Figure 1. Clock nets.
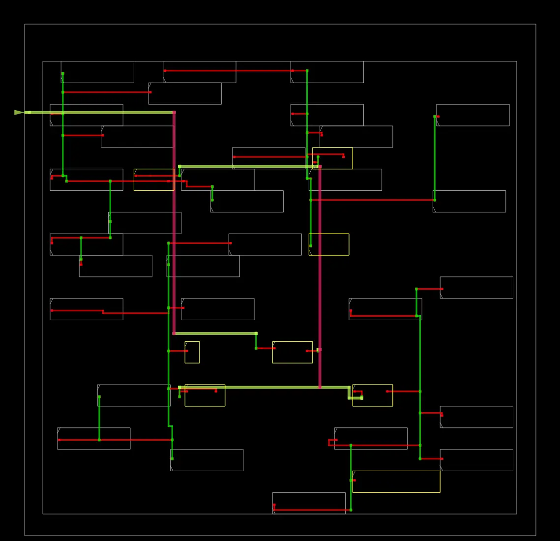
Figure 2. Clock wires, drivers and flops.
Scale bar: 20 µm.
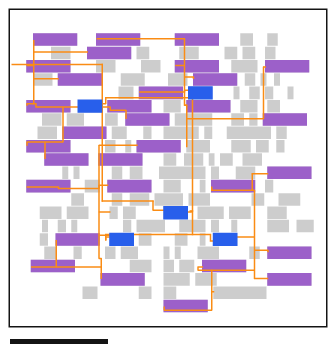
--- config.mk ---
export PLATFORM = sky130hd
export DESIGN_NAME = serie_paralelo_param
export DESIGN_NICKNAME = d
export VERILOG_FILES = /design/src/rtl/serie_paralelo_param.sv
export SDC_FILE = /design/constraint.sdc
export NUM_CORES = 1
export LEC_CHECK = 0
export CAP_MARGIN = 0
export CELL_PAD_IN_SITES_DETAIL_PLACEMENT = 1
export CELL_PAD_IN_SITES_GLOBAL_PLACEMENT = 2
export CORE_MARGIN = 2
export CORE_UTILIZATION = 40
export CTS_BUF_LIST = sky130_fd_sc_hd__clkbuf_8
export CTS_CLUSTER_SIZE = 25
export DETAILED_ROUTE_END_ITERATION = 10
export DONT_BUFFER_PORTS = 1
export GPL_ROUTABILITY_DRIVEN = 0
export PLACE_DENSITY = 0.77
export RECOVER_POWER = 50
export SLEW_MARGIN = 30
export SYNTH_ARGS = -nofsm -noshare
export SYNTH_HDL_FRONTEND = slang
export SYNTH_SLANG_ARGS = --single-unit
--- constraint.sdc ---
create_clock -name clk_8f -period 2.1 [get_ports clk_8f]
set_input_delay 0.315 -clock clk_8f [delete_from_list [all_inputs] [get_ports clk_8f]]
set_output_delay 0.315 -clock clk_8f [all_outputs]
set_load 0.02 [all_outputs]
--- src/rtl/serie_paralelo_param.sv ---
// Serial-to-parallel receiver: hunts for COMMA at any bit offset, locks after
// LOCK_COUNT aligned commas, then strobes out one non-comma word every WIDTH bits.
//
//   state  | meaning
//   -------+------------------------------------------------------------
//   SEARCH | comparing the shift register against COMMA on every bit
//   ALIGN  | comma found; counting consecutive commas on word boundaries
//   LOCKED | aligned; emitting data words, watching for comma gaps
module serie_paralelo_param #(
    parameter int              WIDTH      = 8,
    parameter logic [WIDTH-1:0] COMMA     = 8'hBC,
    parameter int              LOCK_COUNT = 4,
    parameter int              MAX_GAP    = 16,
    localparam int             CNT_W      = $clog2(LOCK_COUNT + 1)
) (
    input  logic             clk_8f,
    input  logic             reset,
    input  logic             data_in,
    output logic [WIDTH-1:0] data2send,
    output logic             valid_out,
    output logic             active,
    output logic [CNT_W-1:0] BC_counter,
    output logic             lock_lost
);

    localparam int BIT_W = $clog2(WIDTH);
    // MAX_GAP of 0 or 1 still needs a 1-bit counter.
    localparam int GAP_W = (MAX_GAP < 2) ? 1 : $clog2(MAX_GAP + 1);

    typedef enum logic [1:0] {SEARCH, ALIGN, LOCKED} state_t;

    state_t           state, state_n;
    logic [WIDTH-1:0] sr, nxt;
    logic [BIT_W-1:0] bit_cnt, bit_cnt_n;
    logic [GAP_W-1:0] gap_cnt, gap_n;
    logic [CNT_W-1:0] bc_n;
    logic [WIDTH-1:0] data_n;
    logic             valid_n, lost_n, active_n;
    logic             wb, is_comma, gap_keep;

    always_ff @(posedge clk_8f or negedge reset) begin
        if (!reset) begin
            state      <= SEARCH;
            sr         <= '0;
            bit_cnt    <= '0;
            gap_cnt    <= '0;
            BC_counter <= '0;
            data2send  <= '0;
            valid_out  <= 1'b0;
            lock_lost  <= 1'b0;
            active     <= 1'b0;
        end else begin
            state      <= state_n;
            sr         <= nxt;
            bit_cnt    <= bit_cnt_n;
            gap_cnt    <= gap_n;
            BC_counter <= bc_n;
            data2send  <= data_n;
            valid_out  <= valid_n;
            lock_lost  <= lost_n;
            active     <= active_n;
        end
    end

    always_comb begin
        nxt       = {sr[WIDTH-2:0], data_in};
        wb        = (bit_cnt == BIT_W'(WIDTH - 1));
        is_comma  = (nxt == COMMA);
        gap_keep  = (MAX_GAP == 0) || ((int'(gap_cnt) + 1) < MAX_GAP);

        state_n   = state;
        bit_cnt_n = wb ? '0 : bit_cnt + 1'b1;
        gap_n     = gap_cnt;
        bc_n      = BC_counter;
        data_n    = data2send;
        valid_n   = 1'b0;
        lost_n    = 1'b0;

        case (state)
            SEARCH: begin
                if (is_comma) begin
                    bit_cnt_n = '0;
                    bc_n      = CNT_W'(1);
                    gap_n     = '0;
                    state_n   = (LOCK_COUNT == 1) ? LOCKED : ALIGN;
                end
            end
            ALIGN: begin
                if (wb) begin
                    if (is_comma) begin
                        bc_n = BC_counter + 1'b1;
                        if (bc_n == CNT_W'(LOCK_COUNT)) begin
                            state_n = LOCKED;
                            gap_n   = '0;
                        end
                    end else begin
                        bc_n    = '0;
                        state_n = SEARCH;
                    end
                end
            end
            LOCKED: begin
                // No bit-slip here: commas straddling a boundary are plain data.
                if (wb) begin
                    if (is_comma) begin
                        gap_n = '0;
                    end else if (gap_keep) begin
                        data_n  = nxt;
                        valid_n = 1'b1;
                        gap_n   = (gap_cnt == {GAP_W{1'b1}}) ? gap_cnt : gap_cnt + 1'b1;
                    end else begin
                        lost_n  = 1'b1;
                        bc_n    = '0;
                        gap_n   = '0;
                        state_n = SEARCH;
                    end
                end
            end
            default: state_n = SEARCH;
        endcase

        active_n = (state_n == LOCKED);
    end

endmodule
==> job_summary.md <==
## PnR job results

| Metric | Value |
|---|---|
| Type of the worst setup path | `reg2reg` |
| Reg-to-reg slack, setup | `40 ps` |
| Status | `complete, no violations` |
| CTS tree | `done` |
| Worst hold slack | `roughly 50 ps` |
| Critical path peak fanout | `4` |
| Vias in the first global route | `between 1000 and 1500` |
| CTS buffer count | `5` |
| Logic area | `712 µm²` |
| WL per Instance | `approximately 18 µm` |
| Final hold vios | `0` |
| Final min period | `2060 ps` |
| CP Capture Point | `gap_cnt[3]` |
| Post-Layout Cell Count | `between 150 and 200` |
| Power Total | `approximately 0.0015 W` |
| Yosys simple share | `between 10% and 20%` |
| CTS H-tree depth | `2` |
| Worst hold endpoint | `sr[0]` |
| Post-synth cell types | `around 40` |
| Sequential cell power | `approximately 0.00069 W` |
| HP Class | `in2reg` |
| Cells after Synth | `117` |
| Synth warn | `0` |
| Max power group | `sequential cells` |
| Highest metal layer with signal wires | `met4` |
| GRT overflow | `0` |
| M1 WL | `1530 µm` |
| Unrepaired setup endpoints after global routing | `yes` |
| Setup TNS | `0 ps` |
| Log Warnings | `32` |
| Gate power share | `between 10% and 20%` |
| # Max-Cap Violations | `0` |
| Worst skew pair latency | `290 ps` |
| Commonest flop | `dfrtp_1` |
| Root buffer cell | `clkbuf_8` |
| CP dominant cell by count | `and3_4` |
| Area Growth Syn to Fin | `26.4%` |
| Placed Cells | `between 150 and 200` |
| Mux cell area share | `under 10%` |
| Setup ws final | `approximately 35 ps` |
| Mapped Area | `approximately 1500 µm²` |
| First-pass GRT wire length | `5870 µm` |
| Clk pwr share | `roughly two fifths` |
| Synth cell count leaders | `dfrtp_1, ha_1, inv_1` |
| Final WL | `~3400 µm` |
| Switching share of power | `about a quarter` |
| PostCTS Resize Cnt | `3` |
| FA/HA/MAJ Cells, Area Fraction | `8.54%` |
| Peak VDD IR | `410 µV` |
| Critical path capture point type | `flip-flop` |
| Cycle use final | `between 90% and 100%` |
| Pre-CTS WS | `-88.2 ps` |
| Hold Path Stages | `0` |
| Core Box Area | `3420 µm²` |
| Met3 wire length | `approximately 120 µm` |
| P_sw | `approximately 0.0004 W` |
| Top Layout Cells | `dfrtp_1, buf_4, inv_1` |
| Post-DRT Antenna Nets | `0` |
| TritonRoute pass-1 iters | `3` |
| Async SR Flop Fraction | `100%` |
| Post-synth EDFFs | `0` |
| Clock slew at reported path FFs | `~70 ps` |
| Critical path required time | `2300 ps` |
| Vert. Die Dim | `between 60 and 70 µm` |
| GRT Total Usage | `a little under a fifth` |
| Flops & latches, synth | `31` |
| IO Port Bufs | `0` |
| Placed cell areas | `approximately 1600 µm²` |
| Hold Crit Start | `data_in` |
| Met2 routed WL | `approximately 1700 µm` |
| Fin nets | `153` |
| Int Power | `0.00115 W` |
| Yosys top cell area share | `52.9%` |
| Slew Limit Fails | `0` |
| WP depth | `7` |
| Via-to-Cell Ratio | `between 5 and 6` |
| Die area | `around 4200 µm²` |
| Count leader, synth | `dfrtp_1` |
| Seq/Total Area, Yosys | `between 50% and 60%` |
| Critical path buffer and inverter count | `0` |
-- Figure 1 (at the start) --
clk_skew: 5.26 ps
clk sinks: 31
Flops: 31

-- Figure 2 (at the start) --
[flip-flops] purple | count: 31
[clock wires] orange | length: 462 µm
[clock drivers] blue | count: 5
routed clock nets: 6

## sequential cells by signal, indices dropped and copies added (netlist names)
name,flops
sr,7
lock_lost,1
valid_out,1
bit_cnt,3
active,1
gap_cnt,5
data2send,8
state,2
BC_counter,3
## cell type report
| cell class | instances | share of cell area (%) |
|---|---|---|
| Clock buffer | 6 | 4.46 |
| Clock inverter | 2 | 1.89 |
| Inverter | 9 | 1.82 |
| Multi-Input combinational cell | 75 | 38.4 |
| Sequential cell | 31 | 41.9 |
| Tap cell | 46 | 3.11 |
| Timing Repair Buffer | 18 | 8.38 |
## layer usage
layer	vias to the layer above	global-route usage (%)
li1	482	-
met1	525	22.5
met2	15	32.9
met3	5	6.42
met4	0	6.38
met5	-	0
No activity file was given, so power comes from the tool's default toggle rates.
